File: src/rtl/alu_request_scheduler_if.sv
// Request, datapath and response signals between the ALU scheduler and its environment.
// master = requesters/datapath/consumer side, slave = scheduler side.
interface alu_request_scheduler_if #(
    parameter int WIDTH = 32
);
    logic [1:0]       req_valid;
    logic [1:0]       req_ready;
    logic [WIDTH-1:0] req_a0;
    logic [WIDTH-1:0] req_b0;
    logic [3:0]       req_op0;
    logic [WIDTH-1:0] req_a1;
    logic [WIDTH-1:0] req_b1;
    logic [3:0]       req_op1;

    logic [WIDTH-1:0] alu_a;
    logic [WIDTH-1:0] alu_b;
    logic [3:0]       alu_opcode;
    logic [WIDTH-1:0] alu_result;
    logic             alu_n;
    logic             alu_z;
    logic             alu_c;
    logic             alu_v;

    logic             rsp_valid;
    logic             rsp_ready;
    logic [WIDTH-1:0] rsp_result;
    logic [3:0]       rsp_flags;
    logic             rsp_id;

    modport master (
        output req_valid, req_a0, req_b0, req_op0, req_a1, req_b1, req_op1,
        input  req_ready,
        input  alu_a, alu_b, alu_opcode,
        output alu_result, alu_n, alu_z, alu_c, alu_v,
        input  rsp_valid, rsp_result, rsp_flags, rsp_id,
        output rsp_ready
    );

    modport slave (
        input  req_valid, req_a0, req_b0, req_op0, req_a1, req_b1, req_op1,
        output req_ready,
        output alu_a, alu_b, alu_opcode,
        input  alu_result, alu_n, alu_z, alu_c, alu_v,
        output rsp_valid, rsp_result, rsp_flags, rsp_id,
        input  rsp_ready
    );
endinterface

File: src/rtl/alu_request_scheduler.sv
// Round-robin arbiter feeding one shared 2-stage registered ALU from two requesters.
// Latency: accept -> rsp_valid after 3 edges; one operation in flight, 4-cycle minimum issue interval.
// Backpressure: RESP holds while rsp_ready=0; requesters see req_ready=0 until the FSM is back in IDLE.
module alu_request_scheduler #(
    parameter int WIDTH = 32,
    parameter int CNT_W = 16
) (
    input  logic                   clk,
    input  logic                   reset,
    alu_request_scheduler_if.slave bus,
    output logic                   busy,
    output logic [CNT_W-1:0]       op_count
);
    typedef enum logic [1:0] {IDLE, FILL, EXEC, RESP} state_t;

    state_t           state;
    state_t           state_nxt;
    logic             last_grant;
    logic [WIDTH-1:0] hold_a;
    logic [WIDTH-1:0] hold_b;
    logic [3:0]       hold_op;
    logic             hold_id;

    logic             gnt;
    logic [1:0]       rdy;
    logic             accept;
    logic             rsp_vld;
    logic             rsp_hs;

    // Tie goes to whichever requester was not served last.
    always_comb begin
        gnt = bus.req_valid[1];
        if (&bus.req_valid) begin
            gnt = ~last_grant;
        end
        rdy = 2'b00;
        if ((state == IDLE) && !reset && (|bus.req_valid)) begin
            rdy = gnt ? 2'b10 : 2'b01;
        end
    end

    assign accept = |(bus.req_valid & rdy);
    assign rsp_hs = rsp_vld & bus.rsp_ready;

    always_comb begin
        state_nxt = state;
        rsp_vld   = 1'b0;
        busy      = 1'b1;
        case (state)
            IDLE: begin
                busy = 1'b0;
                if (accept) begin
                    state_nxt = FILL;
                end
            end
            FILL: state_nxt = EXEC;
            EXEC: state_nxt = RESP;
            RESP: begin
                rsp_vld = 1'b1;
                if (bus.rsp_ready) begin
                    state_nxt = IDLE;
                end
            end
            default: state_nxt = IDLE;
        endcase
    end

    // Operands and opcode stay put from accept to the next accept; the datapath
    // does not register the opcode, so it must not move before the result is taken.
    always_ff @(posedge clk) begin
        if (reset) begin
            state      <= IDLE;
            last_grant <= 1'b1;
            hold_a     <= '0;
            hold_b     <= '0;
            hold_op    <= '0;
            hold_id    <= 1'b0;
            op_count   <= '0;
        end else begin
            state <= state_nxt;
            if (accept) begin
                hold_a     <= gnt ? bus.req_a1  : bus.req_a0;
                hold_b     <= gnt ? bus.req_b1  : bus.req_b0;
                hold_op    <= gnt ? bus.req_op1 : bus.req_op0;
                hold_id    <= gnt;
                last_grant <= gnt;
            end
            if (rsp_hs) begin
                op_count <= op_count + CNT_W'(1);
            end
        end
    end

    assign bus.req_ready  = rdy;
    assign bus.alu_a      = hold_a;
    assign bus.alu_b      = hold_b;
    assign bus.alu_opcode = hold_op;
    assign bus.rsp_valid  = rsp_vld;
    assign bus.rsp_result = bus.alu_result;
    assign bus.rsp_flags  = {bus.alu_n, bus.alu_z, bus.alu_c, bus.alu_v};
    assign bus.rsp_id     = hold_id;
endmodule

File: src/flat_wrapper.sv
// flat-port wrapper written by rule: the top's interface ports become plain ports
module alu_request_scheduler_flat 
#(
    parameter int WIDTH = 32,
    parameter int CNT_W = 16
)
  (clk, reset, busy, op_count, bus_req_valid, bus_req_a0, bus_req_b0, bus_req_op0, bus_req_a1, bus_req_b1, bus_req_op1, bus_req_ready, bus_alu_a, bus_alu_b, bus_alu_opcode, bus_alu_result, bus_alu_n, bus_alu_z, bus_alu_c, bus_alu_v, bus_rsp_valid, bus_rsp_result, bus_rsp_flags, bus_rsp_id, bus_rsp_ready);
  alu_request_scheduler_if #(.WIDTH(WIDTH)) bus_i ();
  input  logic clk;
  input  logic reset;
  output logic busy;
  output logic [CNT_W-1:0] op_count;
  input wire logic [$bits(bus_i.req_valid)-1:0] bus_req_valid;
  input wire logic [$bits(bus_i.req_a0)-1:0] bus_req_a0;
  input wire logic [$bits(bus_i.req_b0)-1:0] bus_req_b0;
  input wire logic [$bits(bus_i.req_op0)-1:0] bus_req_op0;
  input wire logic [$bits(bus_i.req_a1)-1:0] bus_req_a1;
  input wire logic [$bits(bus_i.req_b1)-1:0] bus_req_b1;
  input wire logic [$bits(bus_i.req_op1)-1:0] bus_req_op1;
  output wire logic [$bits(bus_i.req_ready)-1:0] bus_req_ready;
  output wire logic [$bits(bus_i.alu_a)-1:0] bus_alu_a;
  output wire logic [$bits(bus_i.alu_b)-1:0] bus_alu_b;
  output wire logic [$bits(bus_i.alu_opcode)-1:0] bus_alu_opcode;
  input wire logic [$bits(bus_i.alu_result)-1:0] bus_alu_result;
  input wire logic [$bits(bus_i.alu_n)-1:0] bus_alu_n;
  input wire logic [$bits(bus_i.alu_z)-1:0] bus_alu_z;
  input wire logic [$bits(bus_i.alu_c)-1:0] bus_alu_c;
  input wire logic [$bits(bus_i.alu_v)-1:0] bus_alu_v;
  output wire logic [$bits(bus_i.rsp_valid)-1:0] bus_rsp_valid;
  output wire logic [$bits(bus_i.rsp_result)-1:0] bus_rsp_result;
  output wire logic [$bits(bus_i.rsp_flags)-1:0] bus_rsp_flags;
  output wire logic [$bits(bus_i.rsp_id)-1:0] bus_rsp_id;
  input wire logic [$bits(bus_i.rsp_ready)-1:0] bus_rsp_ready;
  assign bus_i.req_valid = bus_req_valid;
  assign bus_i.req_a0 = bus_req_a0;
  assign bus_i.req_b0 = bus_req_b0;
  assign bus_i.req_op0 = bus_req_op0;
  assign bus_i.req_a1 = bus_req_a1;
  assign bus_i.req_b1 = bus_req_b1;
  assign bus_i.req_op1 = bus_req_op1;
  assign bus_req_ready = bus_i.req_ready;
  assign bus_alu_a = bus_i.alu_a;
  assign bus_alu_b = bus_i.alu_b;
  assign bus_alu_opcode = bus_i.alu_opcode;
  assign bus_i.alu_result = bus_alu_result;
  assign bus_i.alu_n = bus_alu_n;
  assign bus_i.alu_z = bus_alu_z;
  assign bus_i.alu_c = bus_alu_c;
  assign bus_i.alu_v = bus_alu_v;
  assign bus_rsp_valid = bus_i.rsp_valid;
  assign bus_rsp_result = bus_i.rsp_result;
  assign bus_rsp_flags = bus_i.rsp_flags;
  assign bus_rsp_id = bus_i.rsp_id;
  assign bus_i.rsp_ready = bus_rsp_ready;
  alu_request_scheduler #(.WIDTH(WIDTH), .CNT_W(CNT_W)) u_core (.clk(clk), .reset(reset), .bus(bus_i), .busy(busy), .op_count(op_count));
endmodule
File: config.mk
export PLATFORM = sky130hd
export DESIGN_NAME = alu_request_scheduler_flat
export DESIGN_NICKNAME = d
export VERILOG_FILES = /design/src/rtl/alu_request_scheduler_if.sv /design/src/rtl/alu_request_scheduler.sv /design/src/flat_wrapper.sv
export SDC_FILE = /design/constraint.sdc
export NUM_CORES = 1
export LEC_CHECK = 0
export ABC_AREA = 1
export CORE_UTILIZATION = 28
export CTS_CLUSTER_SIZE = 40
export DETAILED_ROUTE_END_ITERATION = 10
export PLACE_DENSITY = 0.65
export SETUP_SLACK_MARGIN = 0.02
export SYNTH_ARGS = -nofsm -noshare
export SYNTH_HDL_FRONTEND = slang
export SYNTH_SLANG_ARGS = --single-unit
File: constraint.sdc
create_clock -name clk -period 2.3 [get_ports clk]
set_clock_uncertainty 0.15 [all_clocks]
set_input_delay 0.46 -clock clk [delete_from_list [all_inputs] [get_ports clk]]
set_output_delay 0.46 -clock clk [all_outputs]
set_load 0.02 [all_outputs]
Run 1, sequential cells grouped by signal name:
(3 px per um) Other sequential cells in the stronger gray, the rest of the logic in the fainter gray.
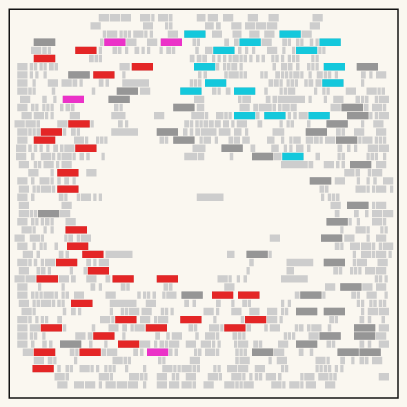
| color | signal | flops |
|---|---|---|
| red | `u_core.bus.alu_b` | 32 |
| magenta | `u_core.bus.alu_opcode` | 4 |
| cyan | `u_core.op_count` | 16 |
not colored: 36

Run 1, cell density map:
(2 px per um) The die is cut into 13 by 13 equal tiles; dark purple is low, yellow is high, 0 to 100% covered.
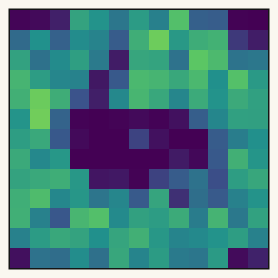
mean over tiles: 40%
emptiest ninth of the die: center
nearly empty tiles: 10%
fullest tile: 78%

==> reports/qor.yml, run 1 <==
final_common_cell: "nand2_1"
placed_cells: 1101
num_tap_cells: 216
antenna_found_initial: 0
r2r_end: "u_core.bus.alu_a[9]$_SDFFE_PP0P_"
finalCriticalPeriod_ps: 2170
design.final.nets: 1078
fp_util_pct: 28.6
dp_hpwl_um: 9670
synth_cell_types: 24
comb_area_share_pct: 31.6
fin_ws_ps: 127
seqPwrFrac_pct: 35.9
end_kind: "output pin"
use_met1_pct: 19.4
hold_ws_ps: 311
holdPathStages: 2
pre_cts_ws_ps: -358
pg_comb_uw: 1980
nMultiInputCombCells: 530
drt-met1-wl_um: 6060
ctsHoldBuffers: 0
cts_buffer_depth: 2
relSlewSlack_pct: 51.1
hold_violations: 0
r2r_slack_ps: 290
wl_met2_um: 6330
regArea_sq_um: 1760
ys_seq_share_pct: 39.0
fmax_mhz: 460
yosysMostFrequentCell: "nand2_1"
topCellsByArea: "dfxtp_1, nand2_1, a21oi_1, buf_4, nor2_1"
ys_chip_area_sq_um: 4520
final_core_util_pct: 44.1
outcome: "completed"
simple_gate_share_pct: 37.8
fin_tns_setup_ps: 0
dr.max_layer_used: "met4"
syn-num-nets: 896
sh_seq_area_pct: 25.2
chip_area_sq_um: 16700
drt_iter0_markers: 174
cts_setup_buffers: 0
yosysTopAreaCell: "dfxtp_1"
ys_sh_adder_pct: 1.38
clk_pin_slew_ps: 70
crit_path_cell_trace: "clkdlybuf4s50_1, nor2_2, nor2_4, nand2_2, inv_2, nand2_1, inv_1, buf_2"
top_cells_by_count: "nand2_1, dfxtp_1, a21oi_1"
warnings: 29
track_usage_pct: 16.6
cts-resized-gates: 10
synthTopLogicFamily: "simple AND/OR/NAND/NOR gates"
gp_congestion: 0.883
maxSlewViolCount: 0
use_met3_pct: 4.38
numCtsBuffers: 9
synth-async-reset-ratio_pct: 0
p_sw_share_pct: 34.5
finalPower_uw: 5210
edf_count: 0
muxShareOfSynthArea_pct: 0
fin_area_sq_um: 6990
grt.busiest_layer: "met2"
crit_type: "primary input to output pin"
buf_share_pct: 34.2
grt_overflow: 0
leakage_uw: 0.00291
internal_power_uw: 3410
required_ps: 1690
largest_cell_class: "buffers"
rows: 46
use_met2_pct: 28.2
grt_pass1_wl_um: 21600
maxCapViolCount: 0
logic_area_sq_um: 2210
path_delay_family: "buffers and inverters"
fin_cells: 1117
top_power_group: "combinational logic"
first_global_vias: 4423
Run 1, clock wiring as the flow saved it:
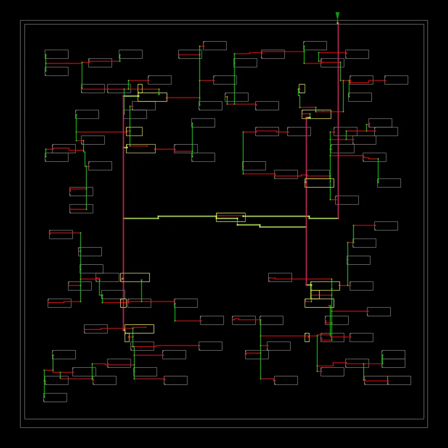
clk pwr: 1350 uW
registers: 88
clk sink count: 88
Worst-Skew Late Latency: 340 ps

==> run 1: flip-flops by register name, indices dropped and copies added (netlist names) <==
| register | flops |
|---|---|
| u_core.state | 2 |
| u_core.bus.alu_a | 32 |
| u_core.bus.alu_opcode | 4 |
| u_core.bus.rsp_id | 1 |
| u_core.bus.alu_b | 32 |
| u_core.op_count | 16 |
| u_core.last_grant | 1 |
==> run 1: worst max-delay path by stage <==
stage,endpoint,slack (ps),depth (start not counted)
5_1_grt,bus_req_ready[0],70,6
3_5_place_dp,bus_req_ready[0],-360,6
3_3_place_gp,bus_req_ready[1],-340,8
2_1_floorplan,bus_req_ready[1],260,10
6_report,bus_req_ready[1],130,8
4_1_cts,bus_req_ready[1],20,9
Run 1, nets reached from selected ports:
(3 px per um)
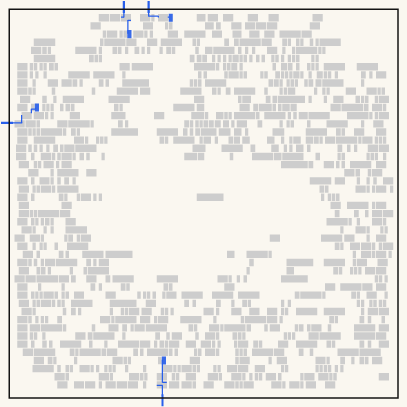

--- run 2 (diff from run 1) ---
- REMOVE_ABC_BUFFERS: default -> 1
Run 2, nets reached from selected ports:
(3 px per um)
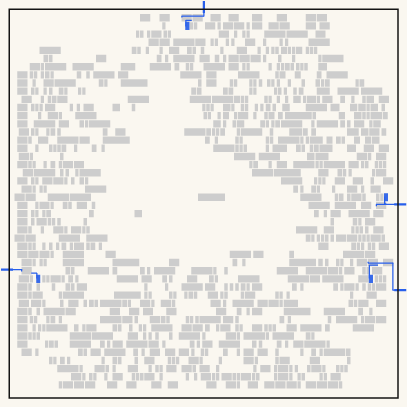
| color | port | bits | direction | edge | end cells | buffers | wire |
|---|---|---|---|---|---|---|---|
| blue | `bus_req_op1` | 4 | input | 2 right, 1 left, 1 top | 4 | 4 | 56.0 um |

==> run 2 against run 1 <==
Design area rose by 0.34%. Synthesized area did not move. Sequential cell count did not move. Critical path depth did not move. Setup slack improved by 38 ps. Critical endpoint unchanged. Largest cell class unchanged. Largest power group unchanged. Highest routed layer is now met5.
==> reports/qor.yml, run 2 <==
hold_violations: 0  # unchanged
dr.max_layer_used: "met5"
comb_area_share_pct: 31.5  # -0.14 points
hold_ws_ps: 311  # +0.0820 ps
yosysMostFrequentCell: "nand2_1"
top_power_group: "combinational logic"
grt_overflow: 0  # unchanged
r2r_end: "u_core.bus.alu_b[10]$_SDFFE_PP0P_"
maxSlewViolCount: 0  # unchanged
first_global_vias: 4467  # +0.99%
r2r_slack_ps: 280  # about the same
regArea_sq_um: 1760  # unchanged
drt_iter0_markers: 278  # +60%
buf_share_pct: 34.2  # about the same
nFlopsAndLatches: 88  # unchanged
ys_chip_area_sq_um: 4520  # unchanged
cts_setup_buffers: 0  # unchanged
design.final.nets: 1079  # +0.093%
ys_sh_adder_pct: 1.38  # unchanged
ys_seq_share_pct: 39.0  # unchanged
finalCriticalPeriod_ps: 2130  # -38.3 ps
yosysTopAreaCell: "dfxtp_1"
outcome: "completed"
fp_util_pct: 28.6  # unchanged
synth_cell_types: 24  # unchanged
relSlewSlack_pct: 49.4  # -1.6 points
leakage_uw: 0.00293  # +0.79%
internal_power_uw: 3450  # +1.2%
warnings: 29  # unchanged
fin_cells: 1118  # +0.090%
grt_pass1_wl_um: 24300  # +13%
track_usage_pct: 19.6  # +3.0 points
holdPathStages: 2  # unchanged
nMultiInputCombCells: 530  # unchanged
logic_area_sq_um: 2210  # -0.11%
synth-async-reset-ratio_pct: 0  # unchanged
fin_ws_ps: 166  # +38.3 ps
Run 2, clock wiring as the flow saved it:
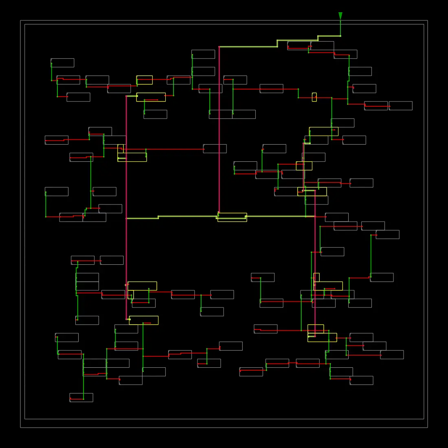
Num CTS Buffers: 9
clk pwr: 1400 uW
# clk buffers: 13
Worst-Skew Late Latency: 330 ps

==> run 2: critical path, stage by stage <==
cell and delay (ps):
clkdlybuf4s50_1 440, nor2_2 180, nor2_4 50, nand2_2 90, inv_2 50, nand2_1 70
inv_1 40, buf_2 150
==> run 2: repair_timing <==
| action | CTS | global route |
|---|---|---|
| endpoints found under the setup margin | 4 | 5 |
| hold endpoints to repair | 0 | 0 |
| resized | 7 | 3 |
==> run 2: routing by layer <==
metal / vias to the layer above / track usage [%]
li1: 2535 / -
met1: 2083 / 23.7
met2: 236 / 28.0
met3: 31 / 11.0
met4: 2 / 8.10
met5: - / 4.12
Run 2, cell density map:
(2 px per um) The die is cut into 13 by 13 equal tiles; dark purple is low, yellow is high, 0 to 100% covered.
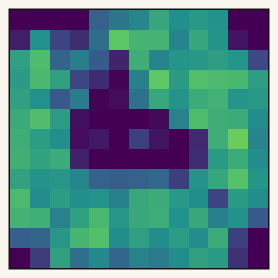

--- run 3 (diff from run 2) ---
- SETUP_SLACK_MARGIN: 0.02 -> 0.5
Run 3, cell density map:
(2 px per um) The die is cut into 13 by 13 equal tiles; dark purple is low, yellow is high, 0 to 100% covered.
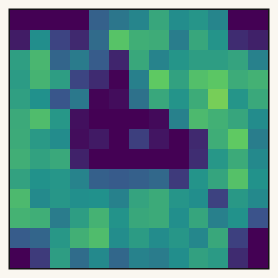
emptiest ninth of the die: center
fullest tile: 79%
mean over tiles: 40%

==> run 3 against run 2 <==
Hold slack got worse by 2.9 ps. Clock power barely moved. Routed wire length rose by 0.35%. Setup slack improved by 160 ps. Via count rose by 0.25%. Synthesized cell count did not move. First-iteration DRC count fell by 5.0%. Critical path depth rose by 1. Count of clock-buffer cells in the layout did not move. Fmax rose by 8.0%. Largest cell class unchanged.
==> reports/qor.yml, run 3 <==
first_global_vias: 4506  # +0.87%
cpMostUsedCell: "inv_2"
maxSlewViolCount: 0  # unchanged
r2r_slack_ps: 520  # +240 ps
comb_area_share_pct: 32.1  # +0.57 points
synth_cell_types: 24  # unchanged
relSlewSlack_pct: 63.3  # +14 points
top_power_group: "combinational logic"
buf_share_pct: 33.6  # -0.66 points
ys_seq_share_pct: 39.0  # unchanged
drc: 0
crit_path_cell_trace: "inv_2, ha_4, inv_2, nor2_4, nand2_4, inv_2, nand2_2, inv_2, buf_6"
cts_setup_buffers: 1  # +1
slowest_stage: "dfxtp_2"
p_clk_uw: 1400  # about the same
leakage_uw: 0.00331  # +13%
hold_violations: 0  # unchanged
pg_comb_uw: 1910
warnings: 30  # +3.4%
drt_iter0_markers: 264  # -5.0%
edf_count: 0
clk-insertion-delay-late_ps: 340  # about the same
grt_overflow: 0  # unchanged
nNonClkBuffers: 248
logic_area_sq_um: 2240  # +1.6%
ys_chip_area_sq_um: 4520  # unchanged
use_met2_pct: 28.6  # +0.57 points
cp.depth: 9  # +1
use_met3_pct: 10.9  # -0.083 points
final_common_cell: "nand2_1"
nClkBuffers: 13  # unchanged
yosysTopAreaCell: "dfxtp_1"
internal_power_uw: 3360  # -2.6%
finalCriticalPeriod_ps: 1980  # -159 ps
yosysMostFrequentCell: "nand2_1"
nMultiInputCombCells: 530  # unchanged
crit_buf_inv: 5  # +1
slowest_delay_ps: 330  # -110 ps
fin_ws_ps: 324  # +159 ps
r2r_end: "u_core.bus.alu_a[19]$_SDFFE_PP0P_"
fmax_mhz: 506
drt-met1-wl_um: 6940
holdPathStages: 2  # unchanged
synthesis.area_sq_um: 4520
cts_sinks: 88
use_met1_pct: 23.7  # +0.051 points
track_usage_pct: 19.7  # +0.12 points
top_cells_by_count: "nand2_1, dfxtp_1, a21oi_1"
n_fill_cell: 1681
design.final.nets: 1082  # +0.28%
fp_util_pct: 28.6  # unchanged
regArea_sq_um: 1760  # about the same
nFlopsAndLatches: 88  # unchanged
outcome: "completed"
rows: 46
grt.busiest_layer: "met2"
met3_length_um: 2270
grt_pass1_wl_um: 24500  # +0.68%
path_delay_family: "buffers and inverters"
synth-async-reset-ratio_pct: 0  # unchanged
numCtsBuffers: 9  # unchanged
dr.max_layer_used: "met5"
Run 3, sequential cells grouped by signal name:
(3 px per um) Other sequential cells in the stronger gray, the rest of the logic in the fainter gray.
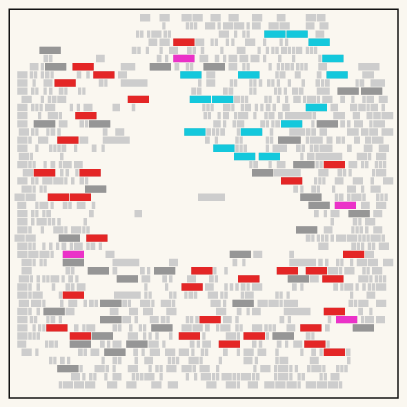
| color | signal | flops |
|---|---|---|
| cyan | `u_core.op_count` | 16 |
| magenta | `u_core.bus.alu_opcode` | 4 |
| red | `u_core.bus.alu_b` | 32 |

run 3: stage by stage:
stage | utilization, % | area (sq um) | hold slack, ps | instances | setup TNS, ps
after floorplan | - | 4060 | 294 | 641 | -18590
after global placement | 42.5 | 6730 | 300 | 1102 | -4900
after detailed placement | 42.5 | 6730 | 305 | 1102 | -5100
after CTS | 43.9 | 6940 | 311 | 1119 | 0
after global routing | 44.2 | 7000 | 324 | 1121 | 0
final | 44.2 | 7000 | 308 | 1121 | 0
run 3: cells by family after synthesis:
kind of cell,Yosys count,share of synthesized area [%]
adders and majority gates,5,1.38
buffers and inverters,96,12.2
and+or+nand+nor,440,37.8
DFF,88,39.0
xor gates and xnor gates,2,0.388
AOI/OAI and AO/OA,83,9.24
Power and IR drop assume default switching activity.
